File: src/rtl/vco_ms_readout.sv
// Multi-channel ring-oscillator VCO-ADC readout: synchronises the taps, counts coarse
// cycles, snapshots the fine phase on a refresh tick and serialises the results per channel.
module vco_ms_readout #(
    parameter int NumChannels = 2,
    parameter int NumPhases   = 31,
    parameter int CoarseWidth = 26,
    parameter int FineWidth   = 5,
    parameter int PeriodWidth = 16,
    localparam int ChWidth    = (NumChannels > 1) ? $clog2(NumChannels) : 1
) (
    input  logic                             clk_i,
    input  logic                             rst_ni,
    input  logic                             en_i,
    input  logic                             continuous_i,
    input  logic                             start_i,
    input  logic [PeriodWidth-1:0]           period_i,
    input  logic [NumChannels*NumPhases-1:0] vco_phase_i,
    output logic [CoarseWidth+FineWidth-1:0] data_o,
    output logic [ChWidth-1:0]               ch_o,
    output logic                             valid_o,
    input  logic                             ready_i,
    output logic                             busy_o,
    output logic                             overflow_o,
    input  logic                             clr_overflow_i
);

    typedef enum logic {StIdle, StEmit} state_e;

    state_e                 state_q, state_d;
    logic [ChWidth-1:0]     k_q, k_d;
    logic                   ovf_q, ovf_d;
    logic                   en_q;
    logic                   armed_q, armed_d;
    logic [PeriodWidth-1:0] timer_q, timer_d;
    logic [PeriodWidth-1:0] pm1_q, pm1_d;
    logic [PeriodWidth-1:0] period_m1;
    logic                   tick;
    logic                   capture;
    logic                   drop;
    logic                   fire;
    logic                   last_beat;

    logic [CoarseWidth-1:0] delta_w [NumChannels];
    logic [FineWidth-1:0]   fine_w  [NumChannels];

    assign period_m1 = (period_i == '0) ? '0 : period_i - PeriodWidth'(1);

    // Refresh timer; the enable rising cycle restarts it so the first window is a full period.
    always_comb begin
        timer_d = timer_q;
        pm1_d   = pm1_q;
        armed_d = armed_q;
        tick    = 1'b0;
        if (!en_i || !en_q) begin
            timer_d = '0;
            armed_d = 1'b0;
            pm1_d   = period_m1;
        end else if (continuous_i) begin
            armed_d = 1'b0;
            if (timer_q == pm1_q) begin
                tick    = 1'b1;
                timer_d = '0;
                pm1_d   = period_m1;
            end else begin
                timer_d = timer_q + PeriodWidth'(1);
            end
        end else if (armed_q) begin
            if (timer_q == pm1_q) begin
                tick    = 1'b1;
                armed_d = 1'b0;
                timer_d = '0;
            end else begin
                timer_d = timer_q + PeriodWidth'(1);
            end
        end else if (start_i) begin
            armed_d = 1'b1;
            timer_d = '0;
            pm1_d   = period_m1;
        end else begin
            timer_d = '0;
        end
    end

    for (genvar gi = 0; gi < NumChannels; gi++) begin : g_ch
        logic [NumPhases-1:0]   sync1_q, sync2_q;
        logic                   tap0_prev_q;
        logic [CoarseWidth-1:0] cnt_q, cnt_prev_q, delta_q;
        logic [FineWidth-1:0]   fine_q;
        logic [FineWidth-1:0]   pop;
        logic                   rise;

        always_comb begin
            pop = '0;
            for (int i = 0; i < NumPhases; i++) begin
                pop = pop + FineWidth'(sync2_q[i]);
            end
        end

        assign rise = sync2_q[0] & ~tap0_prev_q;

        // cnt_q is read before this cycle's edge is added, so a tick-cycle edge goes to the next sample.
        always_ff @(posedge clk_i or negedge rst_ni) begin
            if (!rst_ni) begin
                sync1_q     <= '0;
                sync2_q     <= '0;
                tap0_prev_q <= 1'b0;
                cnt_q       <= '0;
                cnt_prev_q  <= '0;
                delta_q     <= '0;
                fine_q      <= '0;
            end else begin
                sync1_q     <= vco_phase_i[gi*NumPhases +: NumPhases];
                sync2_q     <= sync1_q;
                tap0_prev_q <= sync2_q[0];
                if (!en_i) begin
                    cnt_q      <= '0;
                    cnt_prev_q <= '0;
                    delta_q    <= '0;
                    fine_q     <= '0;
                end else begin
                    cnt_q <= cnt_q + CoarseWidth'(rise);
                    if (!en_q || tick) begin
                        cnt_prev_q <= cnt_q;
                    end
                    if (capture) begin
                        delta_q <= cnt_q - cnt_prev_q;
                        fine_q  <= pop;
                    end
                end
            end
        end

        assign delta_w[gi] = delta_q;
        assign fine_w[gi]  = fine_q;
    end

    assign fire      = (state_q == StEmit) && ready_i;
    assign last_beat = (k_q == ChWidth'(NumChannels - 1));

    always_comb begin
        state_d = state_q;
        k_d     = k_q;
        ovf_d   = ovf_q;
        capture = 1'b0;
        drop    = 1'b0;
        if (!en_i) begin
            state_d = StIdle;
            k_d     = '0;
        end else begin
            case (state_q)
                StIdle: begin
                    if (tick) begin
                        capture = 1'b1;
                        state_d = StEmit;
                        k_d     = '0;
                    end
                end
                StEmit: begin
                    if (fire) begin
                        if (last_beat) begin
                            k_d = '0;
                            if (tick) begin
                                capture = 1'b1;
                            end else begin
                                state_d = StIdle;
                            end
                        end else begin
                            k_d = k_q + ChWidth'(1);
                        end
                    end
                    // A snapshot can only be replaced once its last beat has been taken.
                    if (tick && !(fire && last_beat)) begin
                        drop = 1'b1;
                    end
                end
                default: state_d = StIdle;
            endcase
        end
        if (drop) begin
            ovf_d = 1'b1;
        end else if (clr_overflow_i) begin
            ovf_d = 1'b0;
        end
    end

    always_ff @(posedge clk_i or negedge rst_ni) begin
        if (!rst_ni) begin
            state_q <= StIdle;
            k_q     <= '0;
            ovf_q   <= 1'b0;
            en_q    <= 1'b0;
            armed_q <= 1'b0;
            timer_q <= '0;
            pm1_q   <= '0;
        end else begin
            state_q <= state_d;
            k_q     <= k_d;
            ovf_q   <= ovf_d;
            en_q    <= en_i;
            armed_q <= armed_d;
            timer_q <= timer_d;
            pm1_q   <= pm1_d;
        end
    end

    assign valid_o    = (state_q == StEmit);
    assign busy_o     = (state_q == StEmit);
    assign ch_o       = k_q;
    assign data_o     = {delta_w[k_q], fine_w[k_q]};
    assign overflow_o = ovf_q;

endmodule
File: config.mk
export PLATFORM = sky130hd
export DESIGN_NAME = vco_ms_readout
export DESIGN_NICKNAME = d
export VERILOG_FILES = /design/src/rtl/vco_ms_readout.sv
export SDC_FILE = /design/constraint.sdc
export NUM_CORES = 1
export LEC_CHECK = 0
export ABC_AREA = 1
export CAP_MARGIN = 40
export CORE_ASPECT_RATIO = 1.5
export CORE_UTILIZATION = 57
export CTS_CLUSTER_SIZE = 25
export DETAILED_ROUTE_END_ITERATION = 8
export PLACE_DENSITY = 0.77
export SLEW_MARGIN = 20
export SYNTH_ARGS = -nofsm -noshare
export SYNTH_HDL_FRONTEND = slang
export SYNTH_SLANG_ARGS = --single-unit
File: constraint.sdc
create_clock -name clk_i -period 12.5 [get_ports clk_i]
set_input_delay 2.5 -clock clk_i [delete_from_list [all_inputs] [get_ports clk_i]]
set_output_delay 2.5 -clock clk_i [all_outputs]
set_load 0.03 [all_outputs]
run_1/congestion.png
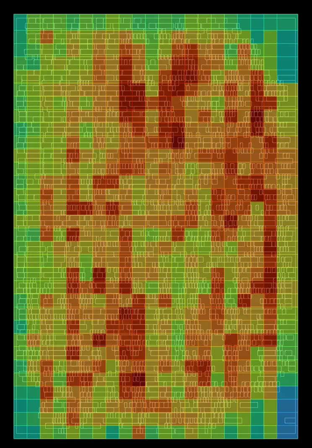
met3 usage: 3.26%
met1 usage: 34.1%
overall routing resource usage: 28.6%
DR WL/cell: 15.8 microns

run_1/clk_routes.png
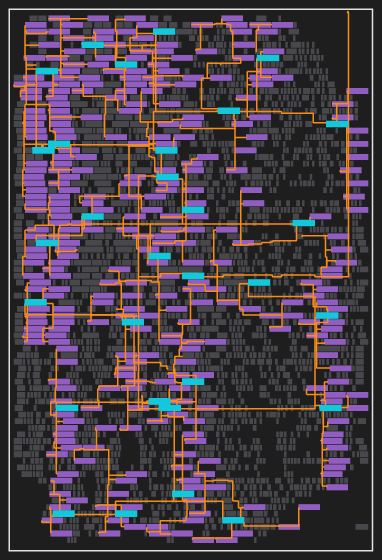
legend:
  flip-flops:
    color: purple
    count: 329
  clock drivers:
    color: cyan
    count: 30
  clock wires:
    color: orange
    length: 3,860 microns
routed clock nets: 31
flops lie: spread over the die
clk pwr: 0.984 mW
clk_skew: 0.0189 ns
clock power share: 35.9%
Insertion Delay late pin: 0.59 ns

==> impl_metrics.env, run 1 <==
# yosys + openroad results
export IMPL_irDropWorstVdd_uv=145
export IMPL_inverters_excl_clock=370
export IMPL_die_h_microns=222
export IMPL_seqCellArea_sq_um=8230
export IMPL_numClockSinks=329
export IMPL_first_pass_iters=5
export IMPL_path_max_fanout=25
export IMPL_nFillCells=2591
export IMPL_cts_tree="built"
export IMPL_place_gp_congestion=0.941
export IMPL_startpoint="ch_o$_DFFE_PN0P_"
export IMPL_postSynthSeqShare_pct=44.6
export IMPL_r2r_start="g_ch[0].sync2_q[17]$_DFF_PN0_"
export IMPL_root_buffer="clkbuf_16"
export IMPL_path_clk_slew_ns=0.07
export IMPL_busiest_layer="met2"
export IMPL_nets=2638
export IMPL_rsz0062_at_grt="false"
export IMPL_place_area_sq_um=20100
export IMPL_powerDensity_nw_per_um2=129
export IMPL_hold_start="g_ch[1].sync1_q[28]$_DFF_PN0_"
export IMPL_port_buffers=119
export IMPL_worst_slack_ns=7.18
export IMPL_fin_area_sq_um=21200
export IMPL_drc_errors=0
export IMPL_ys_types=40
export IMPL_syn_instance_count=2332
export IMPL_cts_buffer_depth=3
export IMPL_muxShareOfSynthArea_pct=0.0542
export IMPL_cpPeakStageDelay_ns=0.67
export IMPL_ioPinCount=120
export IMPL_largest_cell_class="multi-input combinational cells"
export IMPL_viasPerCell=5.38
export IMPL_fin_crit_ns=5.32
export IMPL_cap_violations=0
export IMPL_status="finished, final reports clean"
export IMPL_finalHoldViolCount=0
export IMPL_topRoutingLayerUsed="met4"
export IMPL_drtAntennaViolNets=0
export IMPL_adder_share_pct=9.95
export IMPL_rows=80
export IMPL_synth_area_sq_um=18500
export IMPL_cts_resized=0
export IMPL_largest_registers="g_ch.sync1_q x62, g_ch.sync2_q x62"
export IMPL_taps=410
export IMPL_cts_setup_buffers=0
export IMPL_wl_met3_microns=2030
export IMPL_cpLargestDelayFamily="buffers and inverters"
export IMPL_async_flop_share_pct=100
export IMPL_cp_end_kind="output pin"
export IMPL_hold_buffers=0
export IMPL_yosys_warnings=0
export IMPL_arrival_ns=2.82
export IMPL_h_tree_depth=1
export IMPL_n_all_buffers=136
export IMPL_dr_wl_met2_microns=23700
export IMPL_clock_area_share_pct=5.09
export IMPL_die_w_microns=149
export IMPL_finalCritPeriodShare_pct=42.6
export IMPL_layout_top_cells="670 x nand2_1, 363 x inv_1, 329 x dfrtp_1"
export IMPL_flop_count=329
export IMPL_grt_pass1_wl_microns=74900
export IMPL_enable_flop_cells=0
export IMPL_setup_tns_ns=0
export IMPL_drt_iter0_markers=777
export IMPL_ff_type="dfrtp_1"
export IMPL_clkbuf_count=36
export IMPL_n_antenna_cell=0
export IMPL_simple_gate_share_pct=28.6
export IMPL_fmax_mhz=188
export IMPL_max_slew_margin_pct=48.6
run_1/io_fan.png
Scale bar: 50 microns.
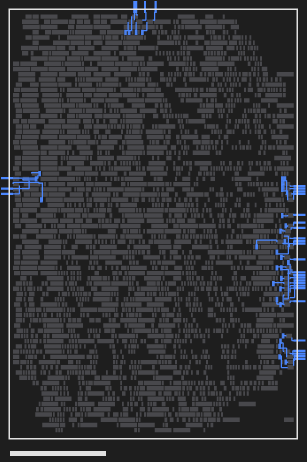
legend:
  data_o:
    color: blue
    bits: 31
    direction: output
    edge: 24 east, 4 north, 3 west
    end_cells: 31
    buffers: 31
    wire: 366 microns

## run 1: worst paths after layout
check,endpoint,slack [ns],cells after the start
hold reg to reg,g_ch[1].sync2_q[28]$_DFF_PN0_,0.34,0
hold / removal,g_ch[1].sync2_q[28]$_DFF_PN0_,0.34,0
min in group asynchronous,g_ch[0].delta_q[20]$_DFFE_PN0P_,1.97,1
setup reg to reg,g_ch[0].fine_q[4]$_DFFE_PN0P_,7.68,18
max in group asynchronous,g_ch[0].delta_q[0]$_DFFE_PN0P_,8.61,5
setup / recovery,data_o[21],7.18,6
## run 1: cells by family (layout without fill, tap and decap cells)
| logic type | Yosys count | count (layout) |
|---|---|---|
| compound gates | 145 | 145 |
| fa+ha+maj | 118 | 118 |
| mux | 1 | 1 |
| simple gates | 1232 | 1232 |
| buf+inv | 435 | 562 |
| xor+xnor | 72 | 72 |
| flops | 329 | 329 |
## run 1: cell usage after synthesis, drive strengths merged (7+ instances only)
| cell type | number | area share [%] |
|---|---|---|
| a21oi | 78 | 2.1 |
| buf | 29 | 0.89 |
| clkbuf | 36 | 0.75 |
| dfrtp | 329 | 45 |
| fa | 48 | 5.2 |
| ha | 70 | 4.7 |
| inv | 369 | 7.5 |
| nand2 | 671 | 14 |
| nand3 | 234 | 6.3 |
| nand3b | 8 | 0.33 |
| nand4 | 86 | 2.9 |
| nor2 | 178 | 3.7 |
| nor3 | 35 | 0.95 |
| nor4 | 7 | 0.24 |
| o21ai | 53 | 1.5 |
| o21bai | 7 | 0.28 |
| or2 | 11 | 0.37 |
| xnor2 | 34 | 1.6 |
| xor2 | 38 | 1.8 |
## run 1: where the power goes
part,internal [mW],total (mW),switching (mW),leakage [nW]
sequential,1.09,1.10,0.0119,4.27
clock,0.564,0.984,0.420,0.531
combinational,0.271,0.652,0.381,6.39
total,1.93,2.74,0.813,11.2
run_1/flops_by_reg.png
Other sequential cells in the stronger gray, the rest of the logic in the fainter gray.
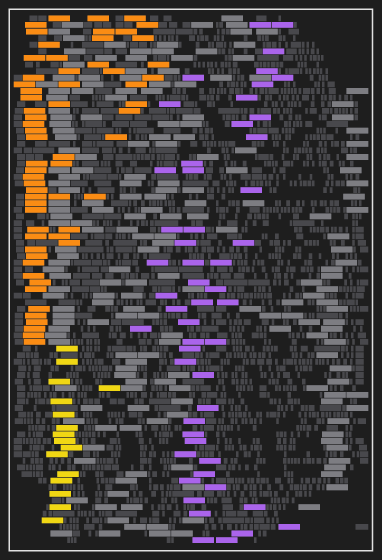

==> inputs of run 2 (changes only) <==
- CORE_UTILIZATION: 57 -> 54
- clock period: 12.5 -> 4.67 ns (I/O delays scaled with it)
run_2/flops_by_reg.png
Other sequential cells in the stronger gray, the rest of the logic in the fainter gray.
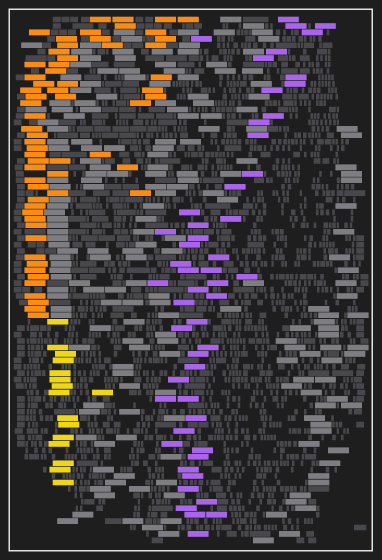
legend:
  g_ch.cnt_prev_q:
    color: purple
    sequential_cells: 52
  pm1_q:
    color: yellow
    sequential_cells: 16
  g_ch.sync1_q:
    color: orange
    sequential_cells: 62
not colored: 199

run_2/clk_routes.png
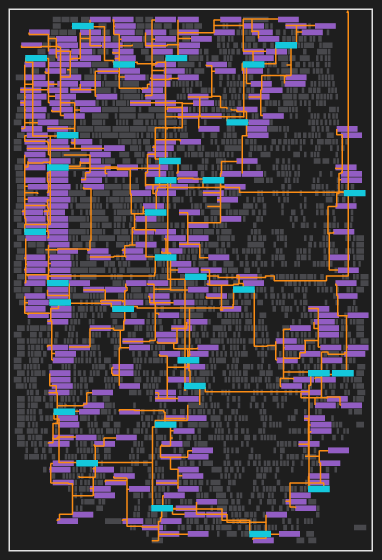
legend:
  flip-flops:
    color: purple
    count: 329
  clock wires:
    color: orange
    length: 3,920 microns
  clock drivers:
    color: cyan
    count: 31
flops lie: spread over the die

==> run 2 against run 1 <==
Compared with the run above: routed wire length is 0.98% lower; core utilization is 3.2 points lower; die area is 5.5% higher; largest power group unchanged; highest routed layer unchanged.
==> impl_metrics.env, run 2 <==
# yosys + openroad results
export IMPL_status="finished, final reports clean"
export IMPL_powerDensity_nw_per_um2=356
export IMPL_syn_instance_count=2332
export IMPL_crit_end="g_ch[0].fine_q[4]$_DFFE_PN0P_"
export IMPL_drt_iter0_markers=995
export IMPL_simple_gate_share_pct=28.6
export IMPL_cap_violations=0
export IMPL_finalHoldViolCount=0
export IMPL_drc_errors=0
export IMPL_port_buffers=119
export IMPL_enable_flop_cells=0
export IMPL_largest_registers="g_ch.sync1_q x62, g_ch.sync2_q x62"
export IMPL_muxShareOfSynthArea_pct=0.0542
export IMPL_place_gp_congestion=0.936
export IMPL_finClkSkew_ns=0.0235
export IMPL_numClockSinks=329
export IMPL_fin_area_sq_um=21300
export IMPL_place_area_sq_um=20100
export IMPL_viasPerCell=5.29
export IMPL_hold_start="g_ch[1].sync1_q[30]$_DFF_PN0_"
export IMPL_ioPinCount=120
export IMPL_synth_area_sq_um=18500
export IMPL_r2r_start="g_ch[0].sync2_q[17]$_DFF_PN0_"
export IMPL_startpoint="g_ch[0].sync2_q[17]$_DFF_PN0_"
export IMPL_arrival_ns=5.13
export IMPL_whs_path_depth=0
export IMPL_yosys_area_top_type_share_pct=44.6
export IMPL_first_pass_iters=5
export IMPL_r2r_slack_ns=0.03
export IMPL_grt_usage_pct=26.8
export IMPL_nFillCells=2921
export IMPL_fin_crit_ns=4.64
export IMPL_yosysMostFrequentCell="nand2_1"
export IMPL_cts_setup_buffers=0
export IMPL_h_tree_depth=1
export IMPL_die_h_microns=228
export IMPL_cts_buffer_depth=3
export IMPL_max_slew_margin_pct=53.8
export IMPL_layout_top_cells="669 x nand2_1, 359 x inv_1, 329 x dfrtp_1"
export IMPL_yosysTopAreaCell="dfrtp_1"
export IMPL_fmax_mhz=215
export IMPL_r2r_end="g_ch[0].fine_q[4]$_DFFE_PN0P_"
export IMPL_die_w_microns=153
export IMPL_hold_buffers=0
export IMPL_path_max_fanout=2
export IMPL_rsz0062_at_grt="true"
export IMPL_synthTopCellsByCount="670 x nand2_1, 364 x inv_1, 329 x dfrtp_1, 234 x nand3_1, 175 x nor2_1"
export IMPL_clock_latency_ns=0.60
export IMPL_drtAntennaViolNets=0
export IMPL_wl_per_cell_microns=15.6
export IMPL_root_buffer="clkbuf_16"
export IMPL_synthTopCellsByArea="dfrtp_1 45%, nand2_1 14%, inv_1 7.4%"
export IMPL_yosys_warnings=0
run_2/layer_met1.png
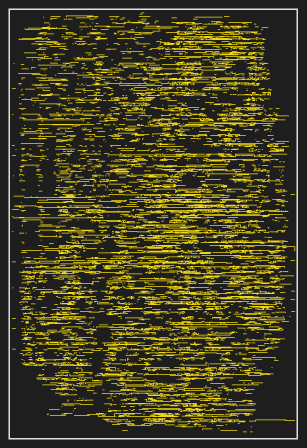
nets with wire on the layer: 2,472
longest straight run: 48.3 microns
share of all routed wire: 39%
wire length on this layer: 17,600 microns

-- run 2: cell counts after synthesis --
Identical to the previous run, type by type.
-- run 2: worst max-delay path: stages (launching register included) --
cell,delay [ns]
dfrtp_1,0.38
fa_1,0.56
inv_2,0.04
fa_1,0.49
inv_1,0.05
fa_1,0.49
inv_2,0.04
fa_1,0.48
fa_1,0.54
fa_1,0.43
fa_2,0.35
inv_2,0.07
fa_2,0.22
nand3_2,0.07
nand2_1,0.08
xnor2_1,0.11
inv_1,0.05
nand2_1,0.06
nand2_1,0.05
-- run 2: through the flow --
stage | util, % | total power [mW] | hold WS (ns)
floorplan | - | 4.25 | 0.331
global placement | 59.7 | 4.60 | 0.333
detailed placement | 59.9 | 4.78 | 0.335
CTS | 63.3 | 7.56 | 0.343
global route | 63.4 | 8.07 | 0.341
finish | 63.4 | 7.58 | 0.343
-- run 2: cell type report --
class	count	area share, %
Sequential cell	329	38.7
Clock inverter	12	0.917
Clock buffer	46	4.38
Tap cell	420	2.47
Inverter	370	6.53
Multi-Input combinational cell	1568	40.3
Timing Repair Buffer	138	6.76
-- run 2: report_power, final --
| part | switching, mW | leakage (nW) | internal, mW | total (mW) |
|---|---|---|---|---|
| Combinational | 1.06 | 6.38 | 0.829 | 1.89 |
| Sequential | 0.0336 | 4.27 | 2.92 | 2.96 |
| Clock | 1.12 | 0.548 | 1.61 | 2.73 |
-- run 2: metal layers --
metal / track usage [%] / share of wire (%) / routed length [microns]
met1: 31.2 / 39 / 17600
met2: 49.3 / 53 / 23700
met3: 2.54 / 3.6 / 1610
met4: 12.6 / 4.5 / 2010
met5: 0 / 0 / 0
-- run 2: timing repair --
action,CTS,global route
endpoints found under the setup margin,2,6
resized,4,9
pin swaps,2,4
Power is estimated from default activity; no workload was simulated.
